## src/rtl/mips_pkg.sv

```systemverilog
// Types and constants shared by the memory arbiter and its round-robin picker.
package mips_pkg;

    typedef enum logic [1:0] {
        IDLE   = 2'd0,
        ACCESS = 2'd1,
        WAIT   = 2'd2,
        DONE   = 2'd3
    } arb_state_t;

    localparam logic PORT_CORE = 1'b0;
    localparam logic PORT_LDR  = 1'b1;

endpackage

```

## src/rtl/rr_arb2.sv

```systemverilog
// Two-way round-robin picker: a lone requester wins; on contention the port
// that did not hold the memory last time wins.
module rr_arb2
    import mips_pkg::*;
(
    input  logic core_req_i,
    input  logic ldr_req_i,
    input  logic owner_i,
    output logic gnt_valid_o,
    output logic gnt_idx_o
);

    always_comb begin
        gnt_valid_o = core_req_i | ldr_req_i;
        gnt_idx_o   = PORT_CORE;
        if (core_req_i && ldr_req_i) begin
            gnt_idx_o = ~owner_i;
        end else if (ldr_req_i) begin
            gnt_idx_o = PORT_LDR;
        end
    end

endmodule

```

## src/rtl/mem_arbiter.sv

```systemverilog
// Shares one fixed-latency byte memory between the MIPS core and the loader port.
// Each access runs IDLE -> ACCESS -> WAIT (MEMLAT cycles) -> DONE with a one-cycle ack.
module mem_arbiter
    import mips_pkg::*;
#(
    parameter int WIDTH    = 8,
    parameter int ADDRBITS = 8,
    parameter int MEMLAT   = 1
) (
    input  logic                clk,
    input  logic                rst,
    input  logic                core_req,
    input  logic                core_we,
    input  logic [ADDRBITS-1:0] core_adr,
    input  logic [WIDTH-1:0]    core_wdata,
    output logic                core_ack,
    output logic [WIDTH-1:0]    core_rdata,
    input  logic                ldr_req,
    input  logic                ldr_we,
    input  logic [ADDRBITS-1:0] ldr_adr,
    input  logic [WIDTH-1:0]    ldr_wdata,
    output logic                ldr_ack,
    output logic [WIDTH-1:0]    ldr_rdata,
    output logic                mem_en,
    output logic                mem_we,
    output logic [ADDRBITS-1:0] mem_adr,
    output logic [WIDTH-1:0]    mem_wdata,
    input  logic [WIDTH-1:0]    mem_rdata,
    output logic                busy,
    output logic                owner,
    output arb_state_t          dbg_state
);

    localparam int             CW       = $clog2(MEMLAT + 1);
    localparam logic [CW-1:0]  CNT_LOAD = CW'(MEMLAT - 1);

    arb_state_t          state_q, state_d;
    logic [CW-1:0]       cnt_q, cnt_d;
    logic                we_q, we_d;
    logic [ADDRBITS-1:0] adr_q, adr_d;
    logic [WIDTH-1:0]    wdata_q, wdata_d;
    logic                owner_q, owner_d;
    logic [WIDTH-1:0]    core_rdata_q, core_rdata_d;
    logic [WIDTH-1:0]    ldr_rdata_q, ldr_rdata_d;
    logic                gnt_valid, gnt_idx;

    rr_arb2 u_rr_arb2 (
        .core_req_i  (core_req),
        .ldr_req_i   (ldr_req),
        .owner_i     (owner_q),
        .gnt_valid_o (gnt_valid),
        .gnt_idx_o   (gnt_idx)
    );

    always_comb begin
        state_d      = state_q;
        cnt_d        = cnt_q;
        we_d         = we_q;
        adr_d        = adr_q;
        wdata_d      = wdata_q;
        owner_d      = owner_q;
        core_rdata_d = core_rdata_q;
        ldr_rdata_d  = ldr_rdata_q;
        unique case (state_q)
            IDLE: begin
                // Requester fields are captured once here; later changes are ignored.
                if (gnt_valid) begin
                    owner_d = gnt_idx;
                    we_d    = (gnt_idx == PORT_LDR) ? ldr_we    : core_we;
                    adr_d   = (gnt_idx == PORT_LDR) ? ldr_adr   : core_adr;
                    wdata_d = (gnt_idx == PORT_LDR) ? ldr_wdata : core_wdata;
                    state_d = ACCESS;
                end
            end
            ACCESS: begin
                cnt_d   = CNT_LOAD;
                state_d = WAIT;
            end
            WAIT: begin
                if (cnt_q == '0) begin
                    if (!we_q) begin
                        if (owner_q == PORT_LDR) ldr_rdata_d  = mem_rdata;
                        else                     core_rdata_d = mem_rdata;
                    end
                    state_d = DONE;
                end else begin
                    cnt_d = cnt_q - CW'(1);
                end
            end
            DONE: begin
                state_d = IDLE;
            end
            default: begin
                state_d = IDLE;
            end
        endcase
    end

    always_ff @(posedge clk or negedge rst) begin
        if (!rst) begin
            state_q      <= IDLE;
            cnt_q        <= '0;
            we_q         <= 1'b0;
            adr_q        <= '0;
            wdata_q      <= '0;
            owner_q      <= PORT_LDR;
            core_rdata_q <= '0;
            ldr_rdata_q  <= '0;
        end else begin
            state_q      <= state_d;
            cnt_q        <= cnt_d;
            we_q         <= we_d;
            adr_q        <= adr_d;
            wdata_q      <= wdata_d;
            owner_q      <= owner_d;
            core_rdata_q <= core_rdata_d;
            ldr_rdata_q  <= ldr_rdata_d;
        end
    end

    assign mem_en     = (state_q == ACCESS);
    assign mem_we     = mem_en & we_q;
    assign mem_adr    = adr_q;
    assign mem_wdata  = wdata_q;
    assign busy       = (state_q != IDLE);
    assign owner      = owner_q;
    assign core_ack   = (state_q == DONE) && (owner_q == PORT_CORE);
    assign ldr_ack    = (state_q == DONE) && (owner_q == PORT_LDR);
    assign core_rdata = core_rdata_q;
    assign ldr_rdata  = ldr_rdata_q;
    assign dbg_state  = state_q;

endmodule
```

## config.mk

```make
export PLATFORM = sky130hd
export DESIGN_NAME = mem_arbiter
export DESIGN_NICKNAME = d
export VERILOG_FILES = /design/src/rtl/mips_pkg.sv /design/src/rtl/rr_arb2.sv /design/src/rtl/mem_arbiter.sv
export SDC_FILE = /design/constraint.sdc
export NUM_CORES = 1
export LEC_CHECK = 0
export CORE_MARGIN = 5
export CORE_UTILIZATION = 39
export CTS_CLUSTER_SIZE = 14
export DETAILED_ROUTE_END_ITERATION = 10
export PLACE_DENSITY = 0.8
export SLEW_MARGIN = 25
export SYNTH_ARGS = -nofsm -noshare
export SYNTH_HDL_FRONTEND = slang
export SYNTH_SLANG_ARGS = --single-unit
```

## constraint.sdc

```tcl
create_clock -name clk -period 1.9 [get_ports clk]
set_clock_uncertainty 0.2 [all_clocks]
set_input_delay 0.38 -clock clk [delete_from_list [all_inputs] [get_ports clk]]
set_output_delay 0.38 -clock clk [all_outputs]
set_load 0.1 [all_outputs]
```

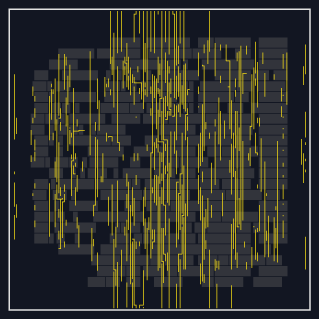
Figure 1: M2 wires.
(4 px per um) Cells faint in the background.
main direction	vertical
longest straight run	45.9 um
nets with wire on the layer	248
wire length on this layer	2370 um
share of all routed wire	50%
DR vias: 1471
Routed WL: 4.77 mm
GRT met2 Usage: 30.9%

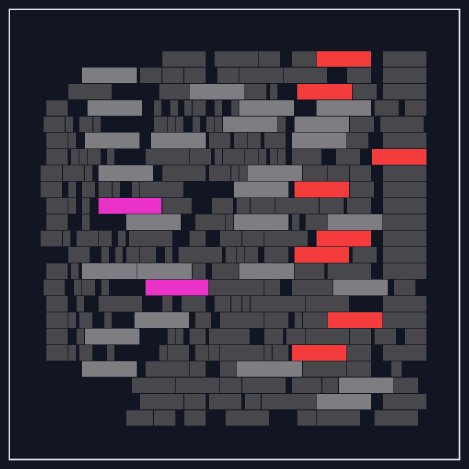
Figure 2: sequential cells grouped by signal name.
(6 px per um) Other sequential cells in the stronger gray, the rest of the logic in the fainter gray.
name in the netlist	color	placed flops
core_rdata	red	8
dbg_state	magenta	2
Util after Layout: 79.3%
register area: 913 um2

==> out/metrics.cfg <==
[detailed_routing]
dr.max_layer_used = met4
wl_met3_um = 414
viasPerCell = 4.92
ant_nets = 0
wl_met1_mm = 1.93
first_pass_iters = 4
met2RoutedLength_mm = 2.37
drt-wirelength-per-cell_um = 16.0

[min_path]
min_to = core_rdata[4]
hold_start = core_rdata[4]

[clock_tree]
cts_made_buffers = 5
htreeDepth = 2
cts_sinks = 36
cts_setup_buffers = 5
clock-root-buffer = clkbuf_8
clock.latency.late_pin_ps = 280

[floorplanning]
die_y_um = 74.8
die-width_um = 74.8
tap_cells = 50
initial_core_util_pct = 40.7
dieArea_mm2 = 0.00560
coreArea_mm2 = 0.00403
io_pins = 86

[placement]
gp_congestion = 0.748
numPortBuffers = 85
place_ws_ps = -63.4
dp.cells = 284

[synthesis]
synth_top_area_share_pct = 53.5
synth-compound-area-share_pct = 9.70
edf_count = 0
yosys.area_share.simple_pct = 15.2
ys_cells = 150
xor_share_pct = 0
mux_share_pct = 11.7
ys.flops = 36
most_common_cell = dfrtp_1
netlist_instances = 150
ys_sh_adder_pct = 3.82
synth.distinct_cells = 22

[setup_path]
r2r_end = core_rdata[3]
criticalPathCategory = reg -> out
crit_chain = buf_6 > ha_4 > and2_4 > buf_12
crit_start = dbg_state[0]
worstReg2RegStart = dbg_state[0]
crit_path_start_kind = flip-flop
crit_path_end = ldr_ack
reg2reg_depth = 5
arrival_ps = 1380
worstPathMaxFanout = 3

[final_timing]
setup_tns_ps = -179
holdWs_ps = 376
worst_slew_pin_slew_ps = 526
setup_viol = 5
finalCritPeriodShare_pct = 103
timing.final.ws_setup_ps = -64.6
rsz0062_at_grt = true
max-slew-margin-rel_pct = 64.9

[finish]
largest_cell_class = buffers
synthToLayoutAreaGrowth_pct = 95.1
drive_gt1_share_pct = 37.3
final_cells = 299
nNonClkBuffers = 99
nClkBuffers = 7
logic_area_um2 = 719
num-multi-input-gates = 103
diodes = 0
comb_share_pct = 22.5
lay_top_count = clkdlybuf4s50_1
buffer_area_share_pct = 43.8
seq_cell_count = 36

[flow_run]
warnings = 33

[grt]
use_met3_pct = 4.81
grt_usage_pct = 18.1
grt-busiest-layer = met2
antenna_found_initial = 0
gr-usage-met1_pct = 22.1
grt_max_degree = 35

[run_status]
failed_checks = setup timing
outcome = finished, violations left

